<file path="src/rtl/sseg_pkg.sv">
// Shared types and constants for the seven-segment scan driver.
// Segment vectors are {g,f,e,d,c,b,a}, where bit 0 is a and 0 means lit.
package sseg_pkg;

  typedef logic [4:0] glyph_t;

  localparam glyph_t G_H    = 5'd10;
  localparam glyph_t G_N    = 5'd11;
  localparam glyph_t G_G    = 5'd12;
  localparam glyph_t G_S    = 5'd13;
  localparam glyph_t G_L    = 5'd14;
  localparam glyph_t G_P    = 5'd15;
  localparam glyph_t G_B    = 5'd16;
  localparam glyph_t G_T    = 5'd17;
  localparam glyph_t G_F    = 5'd18;
  localparam glyph_t G_U    = 5'd19;
  localparam glyph_t G_E    = 5'd20;
  localparam glyph_t G_X    = 5'd21;
  localparam glyph_t G_DASH = 5'd31;

  localparam logic [6:0] SEG_0     = 7'b1000000;
  localparam logic [6:0] SEG_1     = 7'b1111001;
  localparam logic [6:0] SEG_2     = 7'b0100100;
  localparam logic [6:0] SEG_3     = 7'b0110000;
  localparam logic [6:0] SEG_4     = 7'b0011001;
  localparam logic [6:0] SEG_5     = 7'b0010010;
  localparam logic [6:0] SEG_6     = 7'b0000010;
  localparam logic [6:0] SEG_7     = 7'b1111000;
  localparam logic [6:0] SEG_8     = 7'b0000000;
  localparam logic [6:0] SEG_9     = 7'b0010000;
  localparam logic [6:0] SEG_H     = 7'b0001001;
  localparam logic [6:0] SEG_N     = 7'b1001000;
  localparam logic [6:0] SEG_G     = 7'b1000010;
  localparam logic [6:0] SEG_S     = 7'b0010010;
  localparam logic [6:0] SEG_L     = 7'b1000111;
  localparam logic [6:0] SEG_P     = 7'b0001100;
  localparam logic [6:0] SEG_B     = 7'b0000011;
  localparam logic [6:0] SEG_T     = 7'b0000111;
  localparam logic [6:0] SEG_F     = 7'b0001110;
  localparam logic [6:0] SEG_U     = 7'b1000001;
  localparam logic [6:0] SEG_E     = 7'b0000110;
  localparam logic [6:0] SEG_X     = 7'b0001001;
  localparam logic [6:0] SEG_DASH  = 7'b0111111;
  localparam logic [6:0] SEG_BLANK = 7'b1111111;

  typedef enum logic {
    ST_GUARD = 1'b0,
    ST_SHOW  = 1'b1
  } scan_state_t;

endpackage

</file>
<file path="src/rtl/sseg_glyph_rom.sv">
// Combinational glyph lookup: 5-bit code to active-low segment pattern.
module sseg_glyph_rom
  import sseg_pkg::*;
(
  input  glyph_t     code,
  output logic [6:0] seg
);

  always_comb begin
    seg = SEG_DASH;
    case (code)
      5'd0:    seg = SEG_0;
      5'd1:    seg = SEG_1;
      5'd2:    seg = SEG_2;
      5'd3:    seg = SEG_3;
      5'd4:    seg = SEG_4;
      5'd5:    seg = SEG_5;
      5'd6:    seg = SEG_6;
      5'd7:    seg = SEG_7;
      5'd8:    seg = SEG_8;
      5'd9:    seg = SEG_9;
      G_H:     seg = SEG_H;
      G_N:     seg = SEG_N;
      G_G:     seg = SEG_G;
      G_S:     seg = SEG_S;
      G_L:     seg = SEG_L;
      G_P:     seg = SEG_P;
      G_B:     seg = SEG_B;
      G_T:     seg = SEG_T;
      G_F:     seg = SEG_F;
      G_U:     seg = SEG_U;
      G_E:     seg = SEG_E;
      G_X:     seg = SEG_X;
      default: seg = SEG_DASH;
    endcase
  end

endmodule

</file>
<file path="src/rtl/sseg_scan_driver.sv">
// Multiplexed seven-segment scanner with guard gaps, per-digit enable/blink,
// and atomically loaded shadow registers.
//   state    | meaning
//   ST_GUARD | all anodes off for GUARD cycles before each slot
//   ST_SHOW  | digit idx driven for SCAN_DIV cycles (blanked if disabled/blinking)
module sseg_scan_driver
  import sseg_pkg::*;
#(
  parameter int N_DIGITS  = 4,
  parameter int SCAN_DIV  = 50000,
  parameter int GUARD     = 16,
  parameter int BLINK_DIV = 12500000
) (
  input  logic                  clk,
  input  logic                  rst_n,
  input  logic [5*N_DIGITS-1:0] codes_i,
  input  logic [N_DIGITS-1:0]   en_mask_i,
  input  logic [N_DIGITS-1:0]   blink_mask_i,
  input  logic                  load_i,
  output logic [6:0]            sseg_o,
  output logic [N_DIGITS-1:0]   an_o
);

  localparam int CNT_MAX = (GUARD > SCAN_DIV) ? GUARD : SCAN_DIV;
  localparam int CNT_W   = $clog2(CNT_MAX);
  localparam int BLK_W   = $clog2(BLINK_DIV);
  localparam int IDX_W   = (N_DIGITS > 1) ? $clog2(N_DIGITS) : 1;

  scan_state_t          state, state_nxt;
  logic [CNT_W-1:0]     cnt, cnt_nxt;
  logic [IDX_W-1:0]     idx, idx_nxt;
  logic [BLK_W-1:0]     blink_cnt;
  logic                 blink_phase;
  glyph_t               codes_q [N_DIGITS];
  logic [N_DIGITS-1:0]  en_q, blink_q;
  glyph_t               code_sel;
  logic [6:0]           glyph_seg;
  logic [6:0]           seg_nxt;
  logic [N_DIGITS-1:0]  an_nxt;

  always_ff @(posedge clk or negedge rst_n) begin
    if (!rst_n) begin
      for (int k = 0; k < N_DIGITS; k++) codes_q[k] <= G_DASH;
      en_q    <= '1;
      blink_q <= '0;
    end else if (load_i) begin
      for (int k = 0; k < N_DIGITS; k++) codes_q[k] <= codes_i[5*k +: 5];
      en_q    <= en_mask_i;
      blink_q <= blink_mask_i;
    end
  end

  always_ff @(posedge clk or negedge rst_n) begin
    if (!rst_n) begin
      blink_cnt   <= '0;
      blink_phase <= 1'b0;
    end else if (blink_cnt == BLK_W'(BLINK_DIV - 1)) begin
      blink_cnt   <= '0;
      blink_phase <= ~blink_phase;
    end else begin
      blink_cnt   <= blink_cnt + 1'b1;
    end
  end

  always_ff @(posedge clk or negedge rst_n) begin
    if (!rst_n) begin
      state <= ST_GUARD;
      cnt   <= '0;
      idx   <= '0;
    end else begin
      state <= state_nxt;
      cnt   <= cnt_nxt;
      idx   <= idx_nxt;
    end
  end

  always_comb begin
    state_nxt = state;
    cnt_nxt   = cnt + 1'b1;
    idx_nxt   = idx;
    case (state)
      ST_GUARD: begin
        if (cnt == CNT_W'(GUARD - 1)) begin
          state_nxt = ST_SHOW;
          cnt_nxt   = '0;
        end
      end
      ST_SHOW: begin
        if (cnt == CNT_W'(SCAN_DIV - 1)) begin
          state_nxt = ST_GUARD;
          cnt_nxt   = '0;
          idx_nxt   = (idx == IDX_W'(N_DIGITS - 1)) ? '0 : idx + 1'b1;
        end
      end
      default: begin
        state_nxt = ST_GUARD;
        cnt_nxt   = '0;
      end
    endcase
  end

  assign code_sel = codes_q[idx];

  sseg_glyph_rom u_rom (
    .code (code_sel),
    .seg  (glyph_seg)
  );

  // Blanked digits keep their slot; only the anode and segments stay dark.
  always_comb begin
    an_nxt  = '1;
    seg_nxt = SEG_BLANK;
    if (state == ST_SHOW && en_q[idx] && !(blink_q[idx] && blink_phase)) begin
      an_nxt[idx] = 1'b0;
      seg_nxt     = glyph_seg;
    end
  end

  always_ff @(posedge clk or negedge rst_n) begin
    if (!rst_n) begin
      an_o   <= '1;
      sseg_o <= SEG_BLANK;
    end else begin
      an_o   <= an_nxt;
      sseg_o <= seg_nxt;
    end
  end

endmodule

</file>
<file path="config.mk">
export PLATFORM = sky130hd
export DESIGN_NAME = sseg_scan_driver
export DESIGN_NICKNAME = d
export VERILOG_FILES = /design/src/rtl/sseg_pkg.sv /design/src/rtl/sseg_glyph_rom.sv /design/src/rtl/sseg_scan_driver.sv
export SDC_FILE = /design/constraint.sdc
export NUM_CORES = 1
export LEC_CHECK = 0
export CAP_MARGIN = 20
export CORE_MARGIN = 3
export CORE_UTILIZATION = 61
export CTS_CLUSTER_DIAMETER = 200
export CTS_CLUSTER_SIZE = 30
export DETAILED_ROUTE_END_ITERATION = 8
export PLACE_DENSITY = 0.92
export SETUP_SLACK_MARGIN = 0.05
export SLEW_MARGIN = 0
export SYNTH_ARGS = -nofsm -noshare
export SYNTH_HDL_FRONTEND = slang
export SYNTH_SLANG_ARGS = --single-unit
export TNS_END_PERCENT = 20
</file>
<file path="constraint.sdc">
create_clock -name clk -period 5.95 [get_ports clk]
set_clock_uncertainty 0.15 [all_clocks]
set_input_delay 1.19 -clock clk [delete_from_list [all_inputs] [get_ports clk]]
set_output_delay 1.19 -clock clk [all_outputs]
set_load 0.05 [all_outputs]
</file>
Run 1, placed cells, one color a class:
Bar = 20 um. Fill, decap, tap and diode cells in gray.
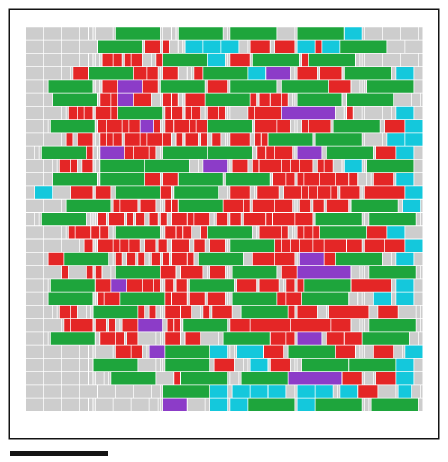
- red: remaining logic cells (cells 258; share of their area 40%)
- cyan: remaining buffers and delay cells (cells 42; share of their area 9.0%)
- green: registers (cells 83; share of their area 45%)
- purple: clock drivers and dummy loads (cells 16; share of their area 5.3%)
row count: 29
flop share of the area: 44.4%
post-route core utilization: 74.4%

Run 1, met1 routing:
Supply wires on this layer in gray.
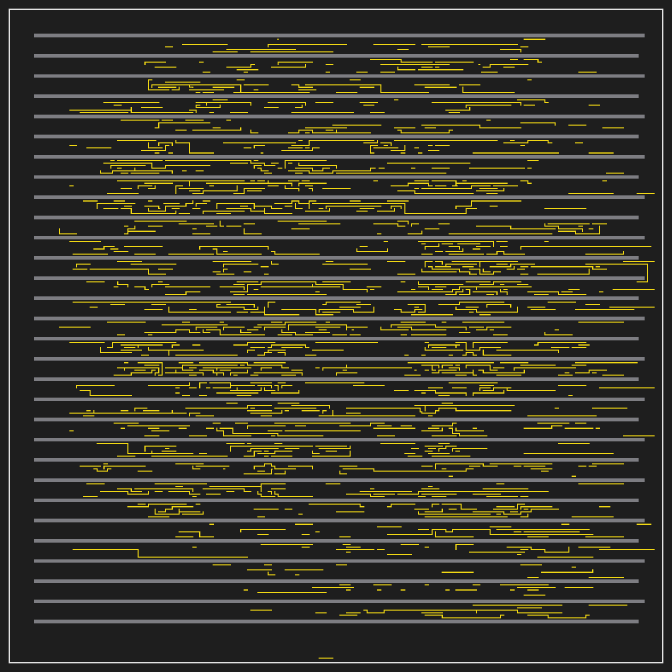
- nets with wire on the layer: 385
- longest straight run: 21.2 um

==> results_slide.txt, run 1 <==
Run Summary

Run status
  – Status: completed

Worst setup path
  – Worst path depth: 1
  – Worst setup EP type: output pin
  – WP data required: around 4.6 ns
  – Reg-to-Reg Start: idx[0]$_DFFE_PN0P_
  – Critical R2R Capture: sseg_o[0]$_DFF_PN1_
  – Crit Path Max Fanout: 1
  – CP Buf/Inv Count: 1
  – Crit-path slowest cell: clkdlybuf4s50_1
  – Kind of critical path: register to output pin
  – Delay-heaviest family, CP: buffers and inverters
  – Crit path from: sseg_o[0]$_DFF_PN1_
  – Crit path DAT: 1.70 ns
  – Nature of the critical path startpoint: register
  – Worst reg-to-reg path cell count: 7
  – Slowest stage delay, CP: 0.80 ns
  – Worst Setup EP: sseg_o[0]
  – Slack of the worst reg-to-reg path: between 3 and 4 ns
  – Critical-path cell list: clkdlybuf4s50_1

Cells and area
  – Synthesis-to-finish area growth: 17.2%
  – Top flop regs: blink_cnt x24, codes_q x20, cnt x16
  – Max reg flops: 24
  – Diodes inserted: 0
  – # nets final: approximately 440
  – Fin area: 0.00478 mm2
  – Most frequent cells in the layout: dfrtp_1, clkdlybuf4s50_1, dfstp_2, nand2_1
  – Most flop-heavy register: blink_cnt
  – Most frequent logic cell in the layout: dfrtp_1
  – Ratio of cells with drive above 1 in the final layout: 24.6%

CTS
  – Clk latency late pin: 0.36 ns
  – Post-CTS Setup Bufs: 0
  – Root buffer cell: clkbuf_8
  – H-tree depth: 3
  – Clock-pin slew on the worst setup and hold paths: ~0.090 ns
  – CTS tree: done
  – Clk sinks: 83
  – Num CTS Buffers: 9
  – Hold Buf Count CTS: 0
  – Clock Path Buffers: 2
  – Cts repair resizes: 0

STA
  – WHS: approximately 0.3 ns
  – Final period util: 51.0%
  – Fin worst setup slack: about 2.9 ns
  – Max Fclk: 329 MHz
  – Final hold vios: 0
  – Setup-failing EPs final: 0
  – Setup TNS: 0 ns
  – Worst-Margin Slew: 1.00 ns
  – Minimum clock period: 3.04 ns
  – RSZ-0062 raised after global routing: false
  – Slew Limit Fails: 0
  – Relative slew slack: 33.2%

Synthesis
  – Max-area cell share: about 30%
  – Yosys synthesis warning count: 0
  – Yosys adder share: 4.30%
  – Synth Area per Inst: roughly 12 um2
  – Sequential fraction of the synthesis area: 52.0%
  – Count leader, synth: dfrtp_1
  – Biggest area cells: dfrtp_1, dfstp_2, mux2_2
  – Synth Cell Area: 0.00408 mm2
  – Number of enable flip-flop cells: 0
  – Cells after synthesis: 350
  – Flops after synth: 83
  – Simple share: 15.4%
  – Syn Nets: 395
  – Top logic family: simple AND/OR/NAND/NOR gates
  – Commonest cells in the netlist: dfrtp_1, dfstp_2, nand2_1
  – Aoi share: around 5.3%
  – Yosys cell count: 350
  – Yosys xor share: 7.09%
  – Synth area leader: dfrtp_1
  – Cell Type Count: 48
  – Post-synthesis mux area share: 13.0%
  – Top_reg_cell synth: dfrtp_1
  – Yosys Chip Area: 0.00408 mm2
  – Post-synth ARST share: 100%

Routing
  – Total wire length: 7.96 mm
  – Via density per instance: 6.01
  – 1st-iter DRT viols: 121
  – Drc violations: 0
  – DR pass1 iterations: 4
  – Routed len/inst: between 15 and 20 um
  – Vias: 2862
  – Post-DRT Antenna Nets: 0

Min path
  – Critical hold path startpoint: blink_cnt[0]$_DFF_PN0_
  – Hold path cells: 1
  – Hold Crit Endpoint: blink_cnt[0]$_DFF_PN0_
  – Worst min-delay path class: register to register

Placement
  – DP Worst Slack: 3.00 ns
  – Dpl cell area: 0.00453 mm2
  – Post-DP HPWL: 5.55 mm
  – Port bufs: 41
  – Final Wtd Congestion: 0.906
  – DP Cell Count: 460

Power and ir drop
  – Pint: slightly below 1 mW
  – Power, Total: roughly 1.3 mW
  – Sw frac: 25.0%
  – Leakage: 1.95 nW
  – Combinational Power Share: 12.7%
  – Peak supply drop: 0.157 mV
  – Clock power frac: 38.8%
  – Flop pwr share: 48.5%
  – NetSw: roughly 0.32 mW
  – Pwr/cell area: 269 mW/mm2

Floorplanning
  – FP Util: between 60% and 70%
  – DIE HEIGHT: a little under 90 um
  – Chip area: between 0.007 and 0.008 mm2
  – Die Wd: ~90 um
  – Io pins: 42

Global routing
  – Met3 Use GR: 4.61%
  – Gr usage total: ~22%
  – Met2 Usage GRT: about two fifths
  – Most Crowded Layer GR: met2
  – Vias in the first global route: 2901
  – First-pass GRT wire length: between 10 and 15 mm
  – Initial antenna violation count: 0
  – Aggregate global routing overflow: 0
  – Met1 usage: a little over a quarter
  – Largest net degree at the start of global routing: 84

Run
  – OpenROAD warnings: 36
  – Max-cap violation count: 0
Run 1, routed metal, one color a layer:
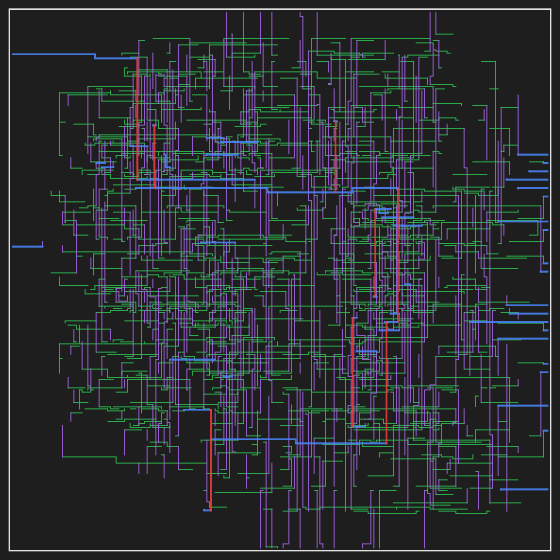
- purple: M2 (wire length 4190 um)
- green: M1 (wire length 3370 um)
- blue: M3 (wire length 271 um)
- red: M4 (wire length 131 um)

Run 1, cell outlines without signal wires:
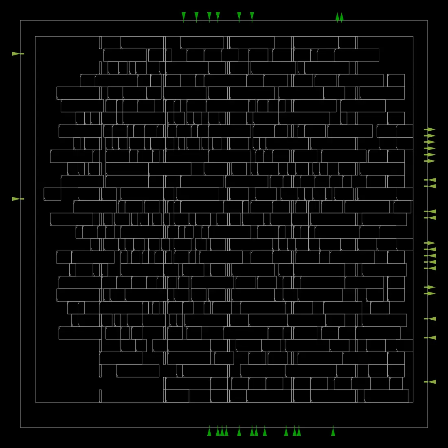
Filler Cells Inserted: 412
Core Area: 0.00642 mm2
final instance count without filler cells: 476
# Taps: 77
sequential cell count: 83

run 1: per-layer routing:
metal	part of all wire [%]	vias to the layer above
met1	42	1456
li1	-	1318
met4	1.6	0
met3	3.4	17
met2	53	71
met5	0	-
run 1: cell type report:
type,instances,area [um2],share of cell area [%]
clock inverters,7,124,2.59
repair buffers,42,423,8.85
flip-flops and latches,83,2120,44.4
inverters,12,50.0,1.05
well taps,77,96.3,2.02
multi-input cells,246,1840,38.5
clock buffers,9,124,2.59
run 1: power groups by stage:
stage          combinational [mW]  clock (mW)  sequential [mW]
2_1_floorplan              0.0744           0            0.657
3_3_place_gp                0.155           0            0.631
3_5_place_dp                0.161           0            0.633
4_1_cts                     0.163       0.505            0.623
5_1_grt                     0.175       0.528            0.626
6_report                    0.163       0.497            0.623
--- run 2 (diff from run 1) ---
Settings changed: CORE_UTILIZATION 61 to 51, PLACE_DENSITY 0.92 to 0.83.
Clock period 5.95 ns to 2.7 ns, I/O delays scaled along.
Run 2, met1 routing:
Supply wires on this layer in gray.
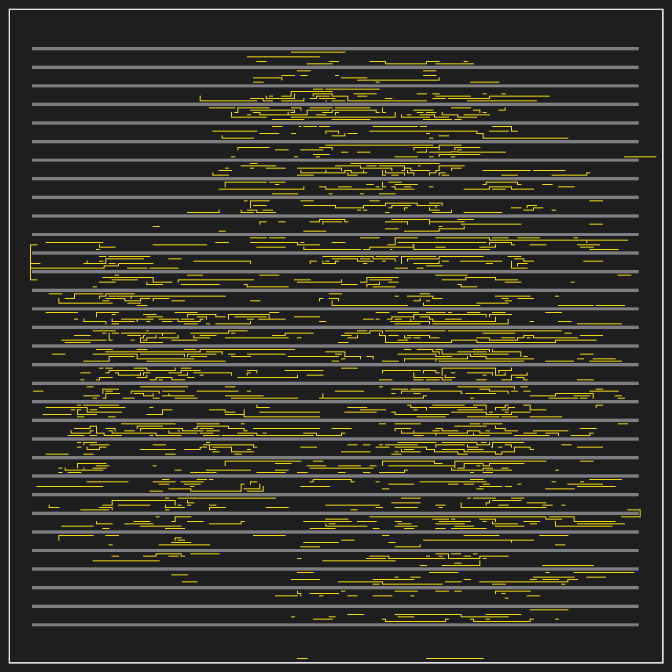
- wire length on this layer: 3350 um
- share of all routed wire: 43%

==> results_slide.txt, run 2 <==
Run Summary

CTS
  – CTS tree: done
  – Root buffer cell: clkbuf_8
  – Clock-pin slew on the worst setup and hold paths: 0.09 ns (about the same)
  – Clk sinks: 83 (unchanged)
  – H-tree depth: 3 (unchanged)
  – Cts repair resizes: 0 (unchanged)
  – Num CTS Buffers: 9 (unchanged)
  – Clock Path Buffers: 2 (unchanged)
  – Hold Buf Count CTS: 0 (unchanged)
  – Post-CTS Setup Bufs: 0 (unchanged)

Placement
  – Final Wtd Congestion: 0.857 (-5.4%)
  – Dpl cell area: 0.00459 mm2 (+1.2%)
  – Port bufs: 41 (unchanged)
  – DP Cell Count: 485 (+5.4%)

Worst setup path
  – Nature of the critical path startpoint: register
  – Delay-heaviest family, CP: flip-flops
  – Kind of critical path: register to register
  – Worst path depth: 6 (+5)
  – Worst reg-to-reg path cell count: 6 (-1)
  – Slack of the worst reg-to-reg path: 0.29 ns (-3.15 ns)
  – Critical R2R Capture: sseg_o[1]$_DFF_PN1_
  – Slowest stage delay, CP: 0.70 ns (-0.10 ns)
  – Crit path from: idx[0]$_DFFE_PN0P_
  – Crit-path slowest cell: dfrtp_1
  – Critical-path cell list: mux4_2 -> inv_1 -> ha_1 -> o21ai_0 -> a21boi_2 -> o221ai_1
  – Worst Setup EP: sseg_o[1]$_DFF_PN1_

STA
  – Setup-failing EPs final: 0 (unchanged)
  – Relative slew slack: 55.2% (+22 points)
  – WHS: 0.0104 ns (-0.291 ns)
  – Final period util: ~89%
  – Minimum clock period: approximately 2.4 ns
  – RSZ-0062 raised after global routing: false
  – Max Fclk: 414 MHz
  – Setup TNS: 0 ns (unchanged)
  – Final hold vios: 0 (unchanged)

Power and ir drop
  – Flop pwr share: 53.1% (+4.6 points)
  – Leakage: 1.94 nW (-0.19%)
  – Combinational Power Share: 14.0% (+1.3 points)
  – NetSw: 0.662 mW (+110%)
  – Top pwr grp: sequential cells
  – Sw frac: 25.7% (+0.67 points)
  – Clock power frac: 32.9% (-5.9 points)
  – Pint: 1.92 mW (+99%)
  – Power Sequential: 1.37 mW (+120%)
  – Peak supply drop: 0.273 mV (+74%)
  – Power, Total: 2.58 mW (+100%)

Routing
  – Post-DRT Antenna Nets: 0 (unchanged)
  – 1st-iter DRT viols: 121 (unchanged)
  – Drc violations: 0 (unchanged)
  – Via density per instance: 5.51 (-8.3%)
  – Vias: 2762 (-3.5%)

Floorplanning
  – FP Util: 54.5% (-9.0 points)
  – Core Area: 0.00749 mm2 (+17%)
  – DIE HEIGHT: 95.4 um (+8.7%)
  – Io pins: 42 (unchanged)
  – Die Wd: 95.4 um (+8.7%)
  – # Taps: 99 (+29%)
  – Row count: 31 (+6.9%)

Cells and area
  – Synthesis-to-finish area growth: 17.1% (about the same)
  – # nets final: 442 (+0.68%)
  – Final instance count without filler cells: 501 (+5.3%)
  – Most flop-heavy register: blink_cnt
  – Max reg flops: 24 (unchanged)
  – Area-dominant class: sequential cells
  – Most frequent logic cell in the layout: dfrtp_1
  – Flop share of the area: 44.4% (about the same)
  – Invs w/o clock: 12 (unchanged)
  – Sequential cell count: 83 (unchanged)
  – Flop area: 0.00212 mm2 (unchanged)
  – Clk_buf instances: 13 (+4)
  – Most frequent cells in the layout: dfrtp_1, clkdlybuf4s50_1, dfstp_2, nand2_1
  – Diodes inserted: 0 (unchanged)
  – Top flop regs: blink_cnt x24, codes_q x20, cnt x16
  – Multi-input gate count: 246 (unchanged)
  – ClkCell Share: 3.98% (-1.2 points)
  – Post-route core utilization: 63.8% (-11 points)
  – Buffering overhead: 9.43% (+0.58 points)
  – Buffers excl. clock: 45 (+7.1%)

Synthesis
  – Count leader, synth: dfrtp_1
  – Cells after synthesis: 350 (unchanged)
  – Commonest cells in the netlist: dfrtp_1, dfstp_2, nand2_1
  – Biggest area cells: dfrtp_1, dfstp_2, mux2_2
  – Synth area leader: dfrtp_1
  – Flops after synth: 83 (unchanged)
  – Yosys synthesis warning count: 0 (unchanged)
  – Yosys cell count: 350 (unchanged)
  – Sequential fraction of the synthesis area: 52.0% (unchanged)

Global routing
  – Vias in the first global route: 2899 (-0.069%)
  – Aggregate global routing overflow: 0 (unchanged)
  – Initial antenna violation count: 0 (unchanged)
  – Largest net degree at the start of global routing: 43 (-49%)

Run
  – OpenROAD warnings: 36 (unchanged)

Run status
  – Status: completed
Run 2, routed metal, one color a layer:
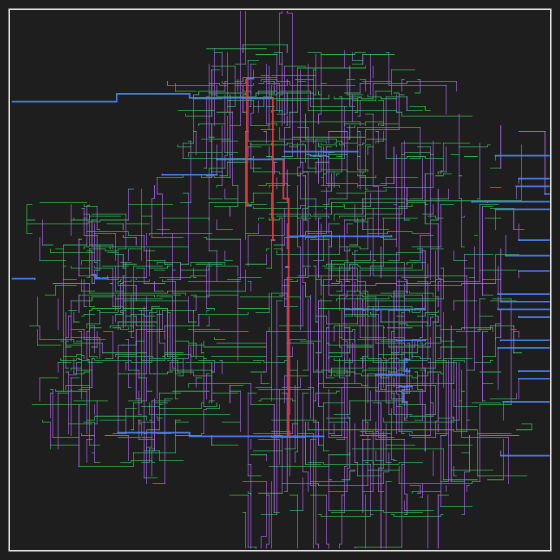
- purple: M2 (wire length 3940 um)
- green: M1 (wire length 3350 um)
- blue: M3 (wire length 322 um)
- red: M4 (wire length 97.5 um)
routed len/inst: 15.4 um
total wire length: 7.71 mm
gr usage total: 19.3%

-- run 2: cell counts after synthesis --
No cell type changed its count.
-- run 2: cells by family (layout without fill, tap and decap cells) --
kind of cell	after synthesis	count (layout)	share of synthesized area, %
fa+ha+maj	14	14	4.30
buf+inv	21	73	2.85
simple gates	124	124	15.4
flops	83	83	52.0
mux	43	43	13.0
xor+xnor	33	33	7.09
compound gates	32	32	5.34
-- run 2: routing by layer --
layer / vias up / routed length, um / global-route usage, %
met3: 8 / 322 / 4.89
li1: 1330 / - / -
met1: 1373 / 3350 / 23.4
met2: 51 / 3940 / 33.2
met4: 0 / 97 / 7.35
met5: - / 0 / 0
Power figures rest on the tool's default switching activity, not on a simulated workload.
